==> config.mk <==
export PLATFORM = sky130hd
export DESIGN_NAME = median3x3_window_ctrl
export DESIGN_NICKNAME = d
export VERILOG_FILES = /design/src/rtl/median3x3_window_ctrl.sv
export SDC_FILE = /design/constraint.sdc
export NUM_CORES = 2
export LEC_CHECK = 0
export CAP_MARGIN = 20
export CORE_ASPECT_RATIO = 0.8
export CORE_UTILIZATION = 55
export CTS_BUF_LIST = sky130_fd_sc_hd__clkbuf_8
export CTS_CLUSTER_DIAMETER = 200
export DETAILED_ROUTE_END_ITERATION = 12
export GPL_TIMING_DRIVEN = 0
export PLACE_DENSITY = 0.73
export SYNTH_ARGS = -nofsm -noshare
export SYNTH_HDL_FRONTEND = slang
export SYNTH_SLANG_ARGS = --single-unit
==> constraint.sdc <==
create_clock -name clk -period 22.6 [get_ports clk]
set_clock_uncertainty 0.2 [all_clocks]
set_input_delay 4.52 -clock clk [delete_from_list [all_inputs] [get_ports clk]]
set_output_delay 4.52 -clock clk [all_outputs]
set_load 0.02 [all_outputs]
**Cell sizes after repair**

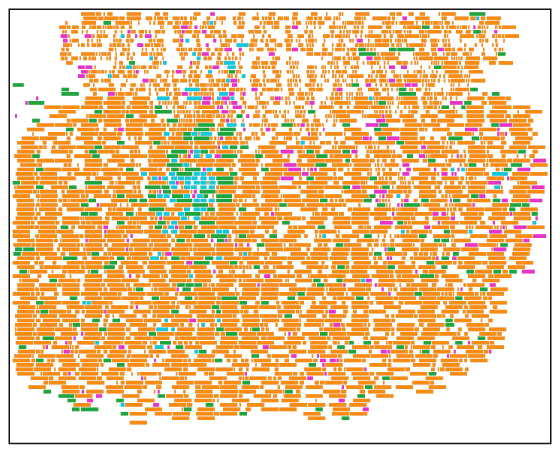
- cyan: drive 3 to 4 (cells 106; share 2.9%; most used nor2_4)
- magenta: drive 2 (cells 224; share 6.1%; most used clkbuf_2)
- green: drive 6 and up (cells 258; share 7.0%; most used clkbuf_8)
- orange: drive 1 or less (cells 3,114; share 84%; most used edfxtp_1)
nonclk buf count: 293
synthesis-to-layout area growth: 14.9%

**Placed cells, one color a class**

The bar under the picture is 100 um long. Fill, decap, tap and diode cells in gray.
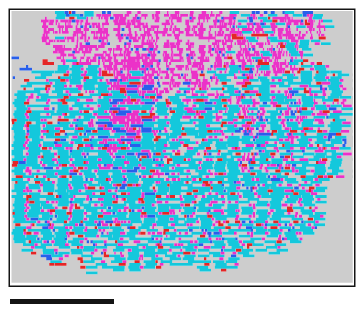
- cyan: flops (cells 1,095)
- red: clock drivers and dummy loads (cells 293)
- blue: other buffers and delay cells (cells 293)
- magenta: all other logic (cells 2,021)
Cell Rows: 96
Layout Utilization: 0.638
fraction of area in registers: 0.595
design area: 54,600 um2

==> results.py <==
# Metrics from the implementation run
metrics = {
    "yosys": {
        "yosysTopAreaCell": "edfxtp_1",
        "synth.distinct_cells": 86,
        "ys_cells": 3304,
        "syn_avg_cell_area_um2": 14.4,
        "syn_nets": 3469,
        "flop_cell": "edfxtp_1",
        "ys_seq_elements": 1095,
        "synthSimpleGateAreaFrac": 0.0633,
        "synthArstFlopShare": 0.0648,
        "synth_area_um2": 47500,
        "netlist.area_leader.share": 0.647,
        "syn_inst": 3304,
        "ys_seq_share": 0.684,
        "aoi_share": 0.139,
        "synthMuxAreaShare": 0.0468,
        "top_cells_by_area": "edfxtp_1, a22oi_1, ha_1, dfrtp_1, mux2i_1",
        "edf_count": 1024,
        "logic_family": "AND-OR/OR-AND gates",
        "ys_warn_count": 0,
    },
    "clocking": {
        "cts_tree": "yes",
        "htreeDepth": 4,
        "numCtsBuffers": 163,
        "clockRootBuffer": "clkbuf_8",
        "cts_buffer_depth": 3,
        "insertion_delay_ps": 880,
    },
    "drt": {
        "wl_per_cell_um": 34.8,
        "firstDrtPassIters": 9,
        "initialDrtViolationCount": 6767,
        "vias": 34500,
        "route.detailed.drc": 0,
    },
    "global_routing": {
        "antenna_found_initial": 4,
        "grt_pass1_vias": 31600,
        "grt_pass1_wl_um": 230000,
        "grt_start_max_net_pins": 66,
        "grt_usage": 0.381,
        "gr-total-overflow": 0,
    },
    "floorplanning": {
        "initial_core_util": 0.555,
        "core_area_um2": 85600,
        "die_height_um": 265,
        "fp.dieW_um": 331,
        "taps": 1127,
        "io_pins": 25,
        "die_area_um2": 87600,
    },
    "finish": {
        "nets": 3739,
        "n_clock_buffer": 167,
        "insertedDiodeCount": 3,
        "comb_area_um2": 14500,
        "fillerInstances": 6056,
        "clkCellAreaFrac": 0.0571,
        "nonClkBufAreaFrac": 0.0486,
        "lay_top_cells": "edfxtp_1, a22oi_1, nand2_1",
        "layout_top_cell": "edfxtp_1",
        "comb_area_frac": 0.265,
        "logic_gate_count": 1905,
        "regArea_um2": 32500,
        "drive_above_1_share": 0.159,
        "largest_class": "flip-flops and latches",
        "flops": 1095,
    },
    "critical_path": {
        "crit_path_start_kind": "flop",
        "rr_worst_depth": 97,
        "rrSetupSlack_ps": 530,
        "path_class": "reg -> reg",
        "cp_slowest_cell": "buf_1",
        "cpPeakStageDelay_ps": 700,
        "cp_num_cells": 97,
        "cp.arrival_ps": 22590,
        "crit_top_cell": "ha_1",
        "worstPathRequired_ps": 23110,
    },
    "place": {
        "dp_hpwl_um": 108000,
        "placed_area_um2": 50800,
        "gp_congestion": 0.968,
        "port_buffers": 23,
        "pre_cts_ws_ps": -3800,
    },
    "hold_path": {
        "hold_class": "reg -> reg",
        "min_path_cells": 2,
    },
    "sta": {
        "tightest_slew_ps": 1410,
        "slew_headroom": 0.0621,
        "timing.hold.ws_ps": 298,
        "finalCriticalPeriod_ps": 22070,
        "setup-violations-final": 0,
        "hold_violations": 0,
        "finalSetupTns_ps": 0,
        "setup_slack_ps": 528,
        "max_freq_mhz": 45.3,
    },
    "run": {
        "tool_warnings": 30,
    },
    "run_status": {
        "outcome": "finished clean",
    },
}
[layer usage]
metal  up-vias  GRT usage  part of all wire
li1      13800          -                 -
met1     16700      0.537              0.36
met2      3378      0.507              0.40
met3       645      0.158              0.19
met4        10      0.182             0.056
met5         -     0.0106            0.0011
[synthesized netlist by cell type, types with 19 or more instances]
| cell type | number |
|---|---|
| nand3_1 | 62 |
| mux2i_1 | 126 |
| edfxtp_1 | 1024 |
| o21ai_0 | 129 |
| ha_1 | 152 |
| dfrtp_1 | 71 |
| nand4_1 | 39 |
| nand2_1 | 224 |
| a21oi_1 | 117 |
| nor3_1 | 19 |
| a221oi_1 | 68 |
| a31oi_1 | 79 |
| mux4_2 | 22 |
| nor2b_1 | 20 |
| nor2_1 | 146 |
| mux2_2 | 39 |
| a22oi_1 | 263 |
| and3_1 | 20 |
| o21a_1 | 25 |
| o31ai_1 | 21 |
| clkbuf_1 | 133 |
| inv_1 | 116 |
| a21o_1 | 30 |
| buf_1 | 31 |
| a22o_1 | 60 |
[timing repair]
| action | in CTS | in global routing |
|---|---|---|
| hold buffers | 0 | 0 |
| setup buffers | 3 | 8 |
| endpoints found under the setup margin | 8 | 8 |
| gates resized | 87 | 75 |
| gates cloned | 1 | 4 |
| pin swaps | 3 | 6 |
[per-stage QoR]
stage	util	std cells
CTS	0.633	4809
global placement	0.574	4454
floorplan	-	3304
detailed placement	0.593	4513
finish	0.638	4832
global route	0.638	4830
[logic make-up after synthesis]
family,after synthesis
mux,189
flops,1095
xor+xnor,4
buf+inv,306
compound gates,929
fa+ha+maj,152
simple gates,629
